`config.mk`:
```
export PLATFORM = sky130hd
export DESIGN_NAME = multicycle_control_fsm
export DESIGN_NICKNAME = d
export VERILOG_FILES = /design/src/rtl/multicycle_control_fsm.sv
export SDC_FILE = /design/constraint.sdc
export NUM_CORES = 1
export LEC_CHECK = 0
export CORE_MARGIN = 2
export CORE_UTILIZATION = 44
export CTS_CLUSTER_DIAMETER = 80
export DETAILED_ROUTE_END_ITERATION = 7
export PLACE_DENSITY = 0.79
export RECOVER_POWER = 100
export SLEW_MARGIN = 10
export SYNTH_ARGS = -nofsm -noshare
export SYNTH_HDL_FRONTEND = slang
export SYNTH_SLANG_ARGS = --single-unit
```
`constraint.sdc`:
```
create_clock -name Clk -period 2 [get_ports Clk]
set_input_delay 0.6 -clock Clk [delete_from_list [all_inputs] [get_ports Clk]]
set_output_delay 0.6 -clock Clk [all_outputs]
set_load 0.01 [all_outputs]
```
`src/rtl/multicycle_control_fsm.sv`:
```
// -----------------------------------------------------------------------------
// multicycle_control_fsm
//
// This is the sequencing controller for the multicycle MIPS-32 datapath, which
// shares one ALU and one memory. It steps each instruction through fetch,
// decode, execute, memory and write-back. It waits on the memory-ready
// handshake in FETCH, MEMRD and MEMWR, and it pulses IllegalOp when DECODE
// sees an unsupported opcode.
//
// State | meaning
// ------+----------------------------------------------------------------
// START | after reset, all controls idle (code 12)
// FETCH | read instruction, PC += 4 when MemReady (code 0)
// DECODE| latch opcode, compute branch target into ALUOut (code 1)
// MEMADR| compute lw/sw effective address (code 2)
// MEMRD | data read, wait for MemReady (code 3)
// MEMWB | load result written to rt (code 4)
// MEMWR | data write, wait for MemReady (code 5)
// EXEC  | R-type ALU operation (code 6)
// ALUWB | R-type result written to rd (code 7)
// BRANCH| beq compare, conditional PC write (code 8)
// JUMP  | j / jal, PC <= jump target (code 9)
// ADDIEX| addi ALU operation (code 10)
// ADDIWB| addi result written to rt (code 11)
//
// Ports
//   Clk, Reset_n          clock, asynchronous active-low reset
//   OpCode[5:0]           instruction[31:26], valid from DECODE onward
//   Zero                  ALU zero flag (used by external PC-enable logic)
//   MemReady              memory access complete handshake
//   PCWrite .. JAL        1-bit datapath mux selects / write enables
//   ALUSrcB, ALUOp,
//   PCSource [1:0]        datapath mux selects
//   InstrDone             pulse in the last cycle of each instruction
//   IllegalOp             pulse in DECODE for an unsupported opcode
//   State[3:0]            current state code, for debug
// -----------------------------------------------------------------------------
module multicycle_control_fsm (
  input  logic       Clk,
  input  logic       Reset_n,
  input  logic [5:0] OpCode,
  input  logic       Zero,
  input  logic       MemReady,
  output logic       PCWrite,
  output logic       PCWriteCond,
  output logic       IorD,
  output logic       MemRead,
  output logic       MemWrite,
  output logic       IRWrite,
  output logic       MemToReg,
  output logic       RegDst,
  output logic       RegWrite,
  output logic       ALUSrcA,
  output logic       JAL,
  output logic [1:0] ALUSrcB,
  output logic [1:0] ALUOp,
  output logic [1:0] PCSource,
  output logic       InstrDone,
  output logic       IllegalOp,
  output logic [3:0] State
);

  typedef enum logic [3:0] {
    S_FETCH  = 4'd0,
    S_DECODE = 4'd1,
    S_MEMADR = 4'd2,
    S_MEMRD  = 4'd3,
    S_MEMWB  = 4'd4,
    S_MEMWR  = 4'd5,
    S_EXEC   = 4'd6,
    S_ALUWB  = 4'd7,
    S_BRANCH = 4'd8,
    S_JUMP   = 4'd9,
    S_ADDIEX = 4'd10,
    S_ADDIWB = 4'd11,
    S_START  = 4'd12
  } state_t;

  localparam logic [5:0] OP_RTYPE = 6'b000000;
  localparam logic [5:0] OP_LW    = 6'b100011;
  localparam logic [5:0] OP_SW    = 6'b101011;
  localparam logic [5:0] OP_ADDI  = 6'b001000;
  localparam logic [5:0] OP_BEQ   = 6'b000100;
  localparam logic [5:0] OP_J     = 6'b000010;
  localparam logic [5:0] OP_JAL   = 6'b000011;

  state_t     state_q;
  state_t     state_d;
  logic [5:0] op_q;

  // Zero is consumed outside this block together with PCWriteCond.
  logic unused_zero;
  assign unused_zero = Zero;

  always_ff @(posedge Clk or negedge Reset_n) begin
    if (!Reset_n) begin
      state_q <= S_START;
      op_q    <= 6'd0;
    end else begin
      state_q <= state_d;
      if (state_q == S_DECODE) begin
        op_q <= OpCode;
      end
    end
  end

  // In DECODE the next state comes from the live OpCode. Everything after
  // DECODE uses op_q, so the IR field may change without disturbing the
  // instruction that is already in flight.
  always_comb begin
    state_d     = state_q;
    PCWrite     = 1'b0;
    PCWriteCond = 1'b0;
    IorD        = 1'b0;
    MemRead     = 1'b0;
    MemWrite    = 1'b0;
    IRWrite     = 1'b0;
    MemToReg    = 1'b0;
    RegDst      = 1'b0;
    RegWrite    = 1'b0;
    ALUSrcA     = 1'b0;
    JAL         = 1'b0;
    ALUSrcB     = 2'b00;
    ALUOp       = 2'b00;
    PCSource    = 2'b00;
    InstrDone   = 1'b0;
    IllegalOp   = 1'b0;

    case (state_q)
      S_START: begin
        state_d = S_FETCH;
      end
      S_FETCH: begin
        MemRead = 1'b1;
        ALUSrcB = 2'b01;
        IRWrite = MemReady;
        PCWrite = MemReady;
        if (MemReady) state_d = S_DECODE;
      end
      S_DECODE: begin
        ALUSrcB = 2'b11;
        case (OpCode)
          OP_RTYPE:      state_d = S_EXEC;
          OP_LW, OP_SW:  state_d = S_MEMADR;
          OP_ADDI:       state_d = S_ADDIEX;
          OP_BEQ:        state_d = S_BRANCH;
          OP_J, OP_JAL:  state_d = S_JUMP;
          default: begin
            state_d   = S_FETCH;
            IllegalOp = 1'b1;
            InstrDone = 1'b1;
          end
        endcase
      end
      S_MEMADR: begin
        ALUSrcA = 1'b1;
        ALUSrcB = 2'b10;
        if (op_q == OP_LW)      state_d = S_MEMRD;
        else if (op_q == OP_SW) state_d = S_MEMWR;
        else                    state_d = S_FETCH;
      end
      S_MEMRD: begin
        MemRead = 1'b1;
        IorD    = 1'b1;
        if (MemReady) state_d = S_MEMWB;
      end
      S_MEMWB: begin
        MemToReg  = 1'b1;
        RegWrite  = 1'b1;
        InstrDone = 1'b1;
        state_d   = S_FETCH;
      end
      S_MEMWR: begin
        MemWrite  = 1'b1;
        IorD      = 1'b1;
        InstrDone = MemReady;
        if (MemReady) state_d = S_FETCH;
      end
      S_EXEC: begin
        ALUSrcA = 1'b1;
        ALUOp   = 2'b10;
        state_d = S_ALUWB;
      end
      S_ALUWB: begin
        RegDst    = 1'b1;
        RegWrite  = 1'b1;
        InstrDone = 1'b1;
        state_d   = S_FETCH;
      end
      S_ADDIEX: begin
        ALUSrcA = 1'b1;
        ALUSrcB = 2'b10;
        state_d = S_ADDIWB;
      end
      S_ADDIWB: begin
        RegWrite  = 1'b1;
        InstrDone = 1'b1;
        state_d   = S_FETCH;
      end
      S_BRANCH: begin
        ALUSrcA     = 1'b1;
        ALUOp       = 2'b01;
        PCSource    = 2'b01;
        PCWriteCond = 1'b1;
        InstrDone   = 1'b1;
        state_d     = S_FETCH;
      end
      S_JUMP: begin
        PCSource  = 2'b10;
        PCWrite   = 1'b1;
        InstrDone = 1'b1;
        if (op_q == OP_JAL) begin
          JAL      = 1'b1;
          RegWrite = 1'b1;
        end
        state_d = S_FETCH;
      end
      default: begin
        // Codes 13-15 are unreachable. Recover to START with all controls idle.
        state_d = S_START;
      end
    endcase
  end

  assign State = state_q;

endmodule

```
run_1/layer_met3.png
(8 px per um)
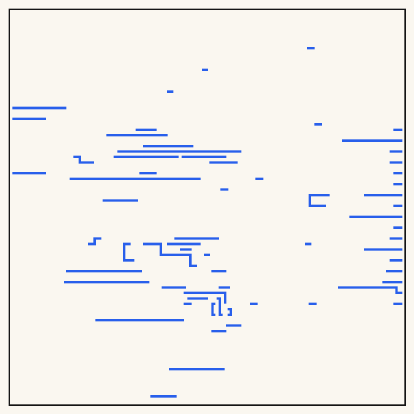
longest straight run: 16.1 um
nets with wire on the layer: 50
share of all routed wire: 6.3%
main direction: horizontal
wire length on this layer: 231 um

run_1/wires.png
(8 px per um) Two of the layers only.
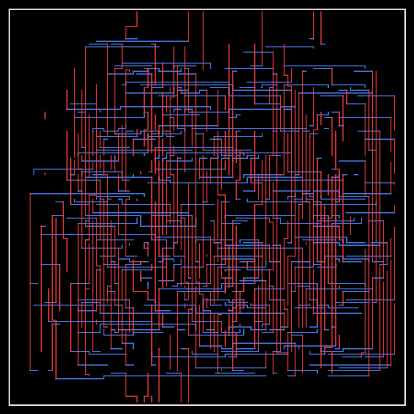
legend:
  red:
    layer: metal 2
    wire_length: 1880 um
  blue:
    layer: metal 1
    wire_length: 1340 um

==> run summary, run 1 <==
YS chip area -> 903 sq um
sequential standard cell area -> 253 sq um
via count -> 1210
outcome -> finished with violations
I/O pin total -> 33
worst-skew pair later-pin latency -> 270 ps
Avg Synthesized Cell Area -> 8.36 sq um
Tot GR Track Use -> 29.3%
Log Warnings -> 29
initial antenna violation count -> 0
Distinct lib cells used -> 44
met2 usage -> 53.6%
Crit-path slowest cell -> dlygate4sd2_1
met2 WL -> 1880 um
Yosys reg bits -> 10
post_cts resized -> 101
Setup violations, final -> 12
die y size -> 49.3 um
gr busiest metal -> met2
startpoint class of the critical path -> input pin
clk_skew -> 7.47 ps
Hold Crit Class -> reg -> reg
Final Hold Fails -> 0
Sink Count -> 10
worst hold margin -> 538 ps
Hold Path Stages -> 1
CP Data Arrival Time -> 1680 ps
Placed Area -> 1450 sq um
Initial Util -> 46.5%
logic area -> 706 sq um
most frequent logic cell in the layout -> buf_4
DR vias/cell -> 5.82
Total Nets Final -> 192
Die Area -> 2430 sq um
overall power -> 1.41 mW
Top cells excl fill/tap -> 43 x buf_4, 17 x buf_2, 14 x nor2_1, 8 x dfrtp_1, 8 x buf_6
final std cells w/o fill -> 208
global route total overflow -> 0
failing checks -> setup timing
largest net degree at the start of global routing -> 16
Main synth FF type -> dfrtp_1
Yosys top cell by instances -> nor2_1
Mapped Nets -> 118
Post-Synthesis Cells -> 108
Post-synth seq share -> 28.0%
Final Cell Area -> 1620 sq um
cell area after synthesis -> 903 sq um
Ys Warns -> 0
global-route wire length before repair -> 5440 um
CTS root buf -> clkbuf_4
setup ws final -> -280 ps
VDD IR max -> 0.805 mV
ao+oa area frac -> 21.7%
M1 WL -> 1340 um
Commonest cells post-synth -> 19 x nor2_1, 8 x dfrtp_1, 7 x buf_2, 7 x o21ai_0
WP depth -> 6
setup TNS -> -1120 ps
final WL -> 3660 um
r2r setup slk -> 110 ps
met3 WL post-DR -> 231 um
run_1/placement_by_type.png
(6 px per um)
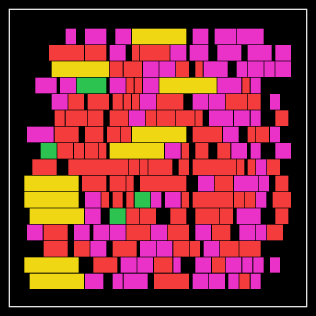
legend:
  green:
    class: clock drivers and dummy loads
    cells: 4
    share_of_their_area: 2.3%
  yellow:
    class: sequential cells
    cells: 10
    share_of_their_area: 16%
  red:
    class: combinational and other logic
    cells: 89
    share_of_their_area: 45%
  magenta:
    class: remaining buffers and delay cells
    cells: 78
    share_of_their_area: 37%

## run 1: state kept, by name, indices dropped and copies added (netlist names)
name,flops
State,4
op_q,6
## run 1: layout make-up
class | instances | share of cell area (%)
tap | 27 | 2.09
clock buffer | 4 | 2.24
multi-input combinational | 88 | 43.7
sequential | 10 | 15.6
timing repair buffer | 78 | 36.1
inverter | 1 | 0.232
## run 1: where the power goes
part / internal, mW / switching [mW] / leakage (nW)
logic: 0.481 / 0.402 / 0.651
registers: 0.278 / 0.0651 / 0.117
clock network: 0.110 / 0.0709 / 0.0210
total: 0.869 / 0.538 / 0.790
## run 1: how the worst min path moves through the flow
stage	end
floorplan	State[0]
global placement	op_q[2]
detailed placement	op_q[2]
CTS	op_q[2]
global route	op_q[4]
finish	op_q[4]
==> inputs of run 2 (changes only) <==
Settings changed: MAX_ROUTING_LAYER set to met4.
run_2/wires.png
(8 px per um) Two of the layers only.
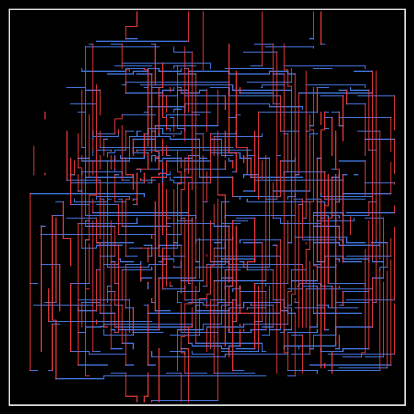
legend:
  blue:
    layer: metal 1
    wire_length: 1360 um
  red:
    layer: metal 2
    wire_length: 1880 um

run_2/placement.png
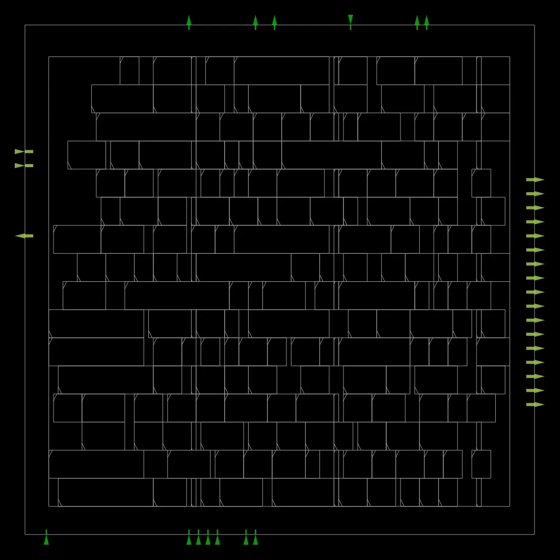
Seq/total area: 15.6%
registers: 10
final std cells w/o fill: 208
final core occ: 83.2%

==> run 2 against run 1 <==
The flow still finishes with violations (setup timing). Design area stayed put. Area after synthesis stayed put. Worst hold slack hardly changed. Sequential share of layout area stayed put. Count of clock-buffer cells in the layout stayed put. Critical path depth stayed put. Flip-flop count stayed put. Via count is 0.91% higher. Largest cell class unchanged. Highest routed layer unchanged.
==> run summary, run 2 <==
most frequent logic cell in the layout -> buf_4
I/O pin total -> 33
global route total overflow -> 0
initial antenna violation count -> 0
final WL -> 3670 um
Sw Pwr -> 0.546 mW
Final Hold Fails -> 0
clk_skew -> 10.3 ps
cell area after synthesis -> 903 sq um
Top cells excl fill/tap -> 43 x buf_4, 17 x buf_2, 14 x nor2_1, 8 x dfrtp_1, 8 x buf_6
Commonest cells post-synth -> 19 x nor2_1, 8 x dfrtp_1, 7 x buf_2, 7 x o21ai_0
largest net degree at the start of global routing -> 16
Final Cell Area -> 1620 sq um
met2 usage -> 53.6%
Hold Crit Class -> reg -> reg
setup ws final -> -292 ps
outcome -> finished with violations
via count -> 1221
startpoint class of the critical path -> input pin
Initial Util -> 46.5%
Main synth FF type -> dfrtp_1
Mapped Nets -> 118
Ys Warns -> 0
global-route wire length before repair -> 5440 um
Post-Synthesis Cells -> 108
setup TNS -> -1190 ps
Top reg by flops -> op_q
Tot GR Track Use -> 30.0%
Post-synth seq share -> 28.0%
Comb power frac -> 62.7%
CTS root buf -> clkbuf_4
logic area -> 706 sq um
Clk power -> 0.184 mW
YS chip area -> 903 sq um
ao+oa area frac -> 21.7%
comb pwr -> 0.887 mW
gr busiest metal -> met2
Log Warnings -> 29
post_cts resized -> 101
r2r setup slk -> 110 ps
Placed Area -> 1450 sq um
top power group -> combinational logic
Yosys reg bits -> 10
register share of total power -> 24.3%
Total Nets Final -> 192
Sink Count -> 10
Yosys top cell by instances -> nor2_1
die y size -> 49.3 um
P_seq -> 0.343 mW
failing checks -> setup timing
Distinct lib cells used -> 44
worst-skew pair later-pin latency -> 270 ps
Setup violations, final -> 14
WP depth -> 6
CP Data Arrival Time -> 1690 ps
run_2/flops_by_reg.png
(12 px per um)
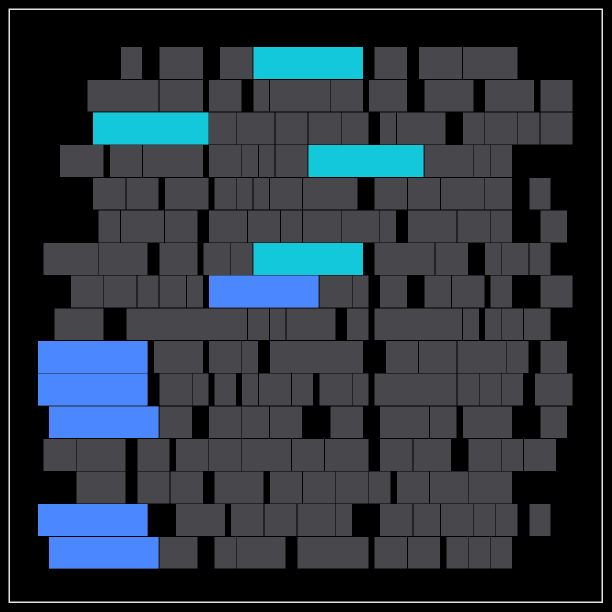
legend:
  blue:
    netlist_name: op_q
    flops: 6
  cyan:
    netlist_name: State
    flops: 4
    where: top centre

run 2: final cells by class:
type	count	share of cell area, %
Timing Repair Buffer	78	36.1
Sequential cell	10	15.6
Inverter	1	0.232
Tap cell	27	2.09
Multi-Input combinational cell	88	43.7
Clock buffer	4	2.24
run 2: worst min path at each step:
| stage | startpoint | endpoint | cells past startpoint |
|---|---|---|---|
| detailed placement | op_q[2] | op_q[2] | 1 |
| floorplan | Reset_n | State[0] | 0 |
| global placement | op_q[2] | op_q[2] | 1 |
| finish | op_q[4] | op_q[4] | 1 |
| global route | op_q[4] | op_q[4] | 1 |
| CTS | op_q[2] | op_q[2] | 1 |
run 2: metal layers:
metal  wire [um]  share of wire [%]  up-vias
met5           0                  0        -
met4         198                5.4        0
met3         241                6.6       26
met2        1880                 51       84
met1        1360                 37      576
li1            -                  -      535
Power is estimated from default activity; no workload was simulated.
